===== config.mk =====
export PLATFORM = sky130hd
export DESIGN_NAME = rf_access_arbiter
export DESIGN_NICKNAME = d
export VERILOG_FILES = /design/src/rtl/rf_access_arbiter.sv
export SDC_FILE = /design/constraint.sdc
export NUM_CORES = 1
export LEC_CHECK = 0
export CORE_MARGIN = 5
export CORE_UTILIZATION = 32
export CTS_CLUSTER_SIZE = 24
export DETAILED_ROUTE_END_ITERATION = 16
export GPL_TIMING_DRIVEN = 0
export PLACE_DENSITY = 0.79
export SYNTH_ARGS = -nofsm -noshare
export SYNTH_HDL_FRONTEND = slang
export SYNTH_SLANG_ARGS = --single-unit

===== constraint.sdc =====
create_clock -name clk -period 9.6 [get_ports clk]
set_input_delay 2.88 -clock clk [delete_from_list [all_inputs] [get_ports clk]]
set_output_delay 2.88 -clock clk [all_outputs]
set_load 0.005 [all_outputs]

===== src/rtl/rf_access_arbiter.sv =====
// rf_access_arbiter: round-robin arbitration of NUM_REQ readers and one writer onto a 2R1W register file
module rf_access_arbiter #(
    parameter int DATA_WIDTH = 32,
    parameter int ADDR_WIDTH = 5,
    parameter int NUM_REQ    = 4
) (
    input  logic                             clk,
    input  logic                             resetn,
    input  logic [NUM_REQ-1:0]               req_valid,
    input  logic [NUM_REQ*ADDR_WIDTH-1:0]    req_addr,
    output logic [NUM_REQ-1:0]               req_ready,
    output logic [NUM_REQ-1:0]               resp_valid,
    output logic [NUM_REQ*DATA_WIDTH-1:0]    resp_data,
    input  logic                             wr_valid,
    input  logic [ADDR_WIDTH-1:0]            wr_addr,
    input  logic [DATA_WIDTH-1:0]            wr_data,
    output logic                             wr_ready,
    output logic                             rf_wen1,
    output logic [ADDR_WIDTH-1:0]            rf_wad1,
    output logic [DATA_WIDTH-1:0]            rf_din,
    output logic                             rf_ren1,
    output logic [ADDR_WIDTH-1:0]            rf_rad1,
    output logic                             rf_ren2,
    output logic [ADDR_WIDTH-1:0]            rf_rad2,
    input  logic [DATA_WIDTH-1:0]            rf_dout1,
    input  logic [DATA_WIDTH-1:0]            rf_dout2,
    input  logic                             rf_collision,
    output logic                             err_collision
);
    localparam int PW = (NUM_REQ > 1) ? $clog2(NUM_REQ) : 1;

    logic [ADDR_WIDTH-1:0] a [NUM_REQ];
    logic [PW-1:0]         sc [NUM_REQ];
    logic [NUM_REQ-1:0]    elig, haz;
    logic [PW-1:0]         rr_ptr, g1, g2, t1, t2, nxt;
    logic                  f1, f2, v1, v2, hold, wr_acc;

    assign wr_ready = resetn && !hold;
    assign wr_acc   = wr_ready && wr_valid;
    assign rf_wen1  = wr_acc;
    assign rf_wad1  = wr_acc ? wr_addr : '0;
    assign rf_din   = wr_acc ? wr_data : '0;

    genvar i, k;
    for (i = 0; i < NUM_REQ; i++) begin : g_req
        assign a[i]    = req_addr[i*ADDR_WIDTH +: ADDR_WIDTH];
        assign haz[i]  = req_valid[i] && wr_acc && a[i] == wr_addr;
        assign elig[i] = resetn && req_valid[i] && !haz[i];
    end

    // scan order starting at the round-robin pointer
    for (k = 0; k < NUM_REQ; k++) begin : g_scan
        assign sc[k] = PW'((int'(rr_ptr) + k) % NUM_REQ);
    end

    always_comb begin
        f1 = 1'b0;
        f2 = 1'b0;
        g1 = '0;
        g2 = '0;
        req_ready = '0;
        for (int n = 0; n < NUM_REQ; n++) begin
            if (elig[sc[n]]) begin
                if (!f1) begin
                    f1 = 1'b1;
                    g1 = sc[n];
                end else if (!f2 && a[sc[n]] != a[g1]) begin
                    f2 = 1'b1;
                    g2 = sc[n];
                end
            end
        end
        if (f1) req_ready[g1] = 1'b1;
        if (f2) req_ready[g2] = 1'b1;
    end

    assign rf_ren1 = f1;
    assign rf_rad1 = f1 ? a[g1] : '0;
    assign rf_ren2 = f2;
    assign rf_rad2 = f2 ? a[g2] : '0;
    assign nxt     = PW'((int'(f2 ? g2 : g1) + 1) % NUM_REQ);

    always_ff @(posedge clk or negedge resetn) begin
        if (!resetn) begin
            rr_ptr        <= '0;
            hold          <= 1'b0;
            v1            <= 1'b0;
            v2            <= 1'b0;
            t1            <= '0;
            t2            <= '0;
            err_collision <= 1'b0;
        end else begin
            if (f1) rr_ptr <= nxt;
            hold          <= |haz;
            v1            <= f1;
            v2            <= f2;
            t1            <= g1;
            t2            <= g2;
            err_collision <= err_collision || rf_collision;
        end
    end

    // read data returns one cycle after the grant; tags route each port back to its requester
    for (i = 0; i < NUM_REQ; i++) begin : g_resp
        logic h1, h2;
        assign h1 = v1 && t1 == PW'(i);
        assign h2 = v2 && t2 == PW'(i);
        assign resp_valid[i] = h1 || h2;
        assign resp_data[i*DATA_WIDTH +: DATA_WIDTH] = h1 ? rf_dout1 : h2 ? rf_dout2 : '0;
    end
endmodule

met1.png
Supply wires on this layer in gray.
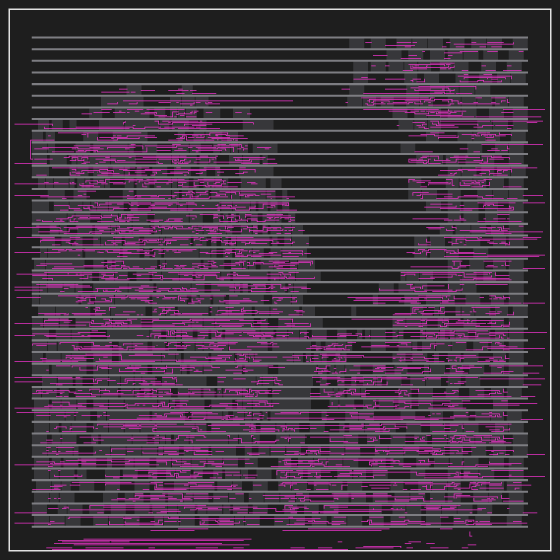
share of all routed wire	37%
nets with wire on the layer	904
wire length on this layer	9,080 um
main direction	horizontal

met2.png
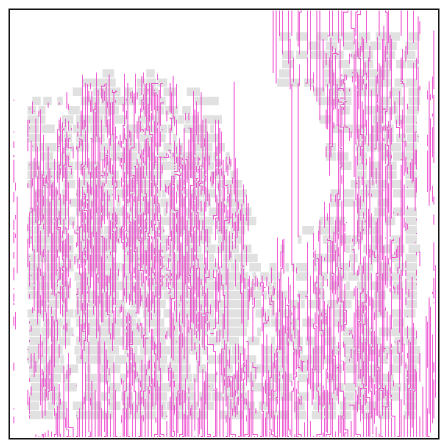
share of all routed wire	50%
nets with wire on the layer	879
longest straight run	73.4 um
wire length on this layer	12,400 um

==> reports/qor.yml <==
cts:
  path_clk_slew_ps: 40
  cts_hold_buffers: 0
  insertion_delay_ps: 240
power_and_ir_drop:
  p_int_mw: 1.084
  combPwrFrac_pct: 92.3
yosys:
  ys_seq_share_pct: 5.800
  edf_count: 0
  synth_top_area_share_pct: 26.39
  yosys_warnings: 0
  area_leaders: "a22o_1 (26%), mux4_2 (9.4%), mux2i_1 (7.4%), and2_1 (6.4%), dfrtp_1 (5.8%)"
  ys_ff: 10
worst_setup_path:
  slowest_stage: "or4b_4"
  critPathRequiredTime_ps: 6720
  critPathBufInv: 7
  regToRegSetupSlack_ps: 3740
  crit_chain: "buf_4, xnor2_2, nand2_1, o311a_4, buf_8, o21ai_4, mux2i_1, ha_2, inv_4, mux2i_4, mux2i_4, buf_12, mux2i_1, or4b_4, o32ai_4, nand3_2, and2_4, o31a_1, buf_12, buf_12, mux2i_1, o22ai_2, buf_2"
global_routing:
  grt_pass1_vias: 6024
  grt-ovfl-total: 0
  grtUsageTotal_pct: 28.06
drt:
  routed_wl_um: 24860
  wl_per_cell_um: 23.59
  antenna_left: 0
  drc: 0
outcome:
  violations: "negative setup slack"
  status: "finished, violations left"
die:
  fp.dieW_um: 126.1
  dieArea_sq_um: 15900
placed_design:
  placed_area_sq_um: 7517
  port_buffers: 296
  dp_hpwl_um: 19080
  dpl.cell_count: 1015
timing:
  setup_violations: 9
  hold_viol_final: 0
  skew_ps: 4.498
  layout_setup_ws_ps: -504.6
layout:
  postLayoutCellArea_sq_um: 8399
==> logic make-up (layout without fill, tap and decap cells) <==
kind of cell | Yosys count | after routing | synth area share (%)
flip-flops | 10 | 10 | 5.800
AND/OR/NAND/NOR | 146 | 146 | 18.39
multiplexers | 58 | 58 | 19.78
XOR/XNOR | 34 | 34 | 6.903
buffers and inverters | 76 | 411 | 8.092
AND-OR/OR-AND | 218 | 218 | 40.75
adder cells (fa/ha/maj) | 1 | 1 | 0.2900
==> sequential cells by signal (all words and copies together) (netlist names) <==
register       flops
rr_ptr             2
v1                 1
err_collision      1
t2                 2
t1                 2
hold               1
v2                 1
==> worst paths after layout <==
path | start | to
worst max-delay path | req_addr[3] | rf_rad2[2]
worst min-delay path | err_collision | err_collision
worst max register to register | rr_ptr[1] | rr_ptr[0]
worst min register to register | err_collision | err_collision
max in group asynchronous | resetn | t2[0]
min in group asynchronous | resetn | err_collision
==> per-layer routing <==
layer	global-route usage, %	share of wire (%)	vias to the layer above
met1	32.71	37	2948
met3	6.774	9.8	77
li1	-	-	2781
met2	50.42	50	423
met4	9.022	3.7	0
met5	0	0	-
==> timing repair <==
item,4_1_cts,5_1_grt
resized,127,54
pin swaps,22,24
setup buffers,17,18
endpoints found under the setup margin,15,15
gates cloned,1,2
==> power groups by stage <==
| stage | Clock, mW | Sequential [mW] | Combinational (mW) |
|---|---|---|---|
| 5_1_grt | 0.0859 | 0.0719 | 1.94 |
| 4_1_cts | 0.0829 | 0.0695 | 1.65 |
| 6_report | 0.0833 | 0.0704 | 1.83 |
| 2_1_floorplan | 0 | 0.0669 | 0.874 |
| 3_5_place_dp | 0 | 0.0700 | 1.53 |
| 3_3_place_gp | 0 | 0.0695 | 1.52 |
==> stage by stage <==
stage	TNS, ps	utilization (%)	hold slack (ps)
floorplan	0	-	462.2
detailed placement	-25310	56.76	492.7
global route	-5301	63.43	524.6
finish	-3578	63.43	522.0
global placement	-24920	56.76	493.4
CTS	-2696	60.58	512.2
==> area by class of cell <==
| cell class | instances | area (sq um) | area share (%) |
|---|---|---|---|
| Clock buffer | 4 | 88.84 | 1.058 |
| Buffer | 62 | 377.9 | 4.499 |
| Multi-Input combinational cell | 457 | 4119 | 49.04 |
| Inverter | 13 | 58.81 | 0.7001 |
| Timing Repair Buffer | 332 | 3284 | 39.10 |
| Sequential cell | 10 | 250.2 | 2.979 |
| Tap cell | 176 | 220.2 | 2.622 |
==> synthesized netlist by cell type, types with 5 or more instances <==
| cell | instances |
|---|---|
| inv_1 | 10 |
| xnor2_1 | 20 |
| mux2_2 | 5 |
| nand3_1 | 9 |
| clkbuf_1 | 37 |
| a21oi_1 | 14 |
| nor3_1 | 6 |
| o22ai_1 | 11 |
| mux2i_1 | 32 |
| a211oi_1 | 7 |
| dfrtp_1 | 10 |
| nand2_1 | 29 |
| buf_2 | 14 |
| o211ai_1 | 5 |
| xor2_1 | 14 |
| mux4_2 | 18 |
| and2_1 | 44 |
| and3_1 | 6 |
| nor2_1 | 27 |
| a22o_1 | 130 |
| o21ai_0 | 18 |
No activity file was given, so power comes from the tool's default toggle rates.
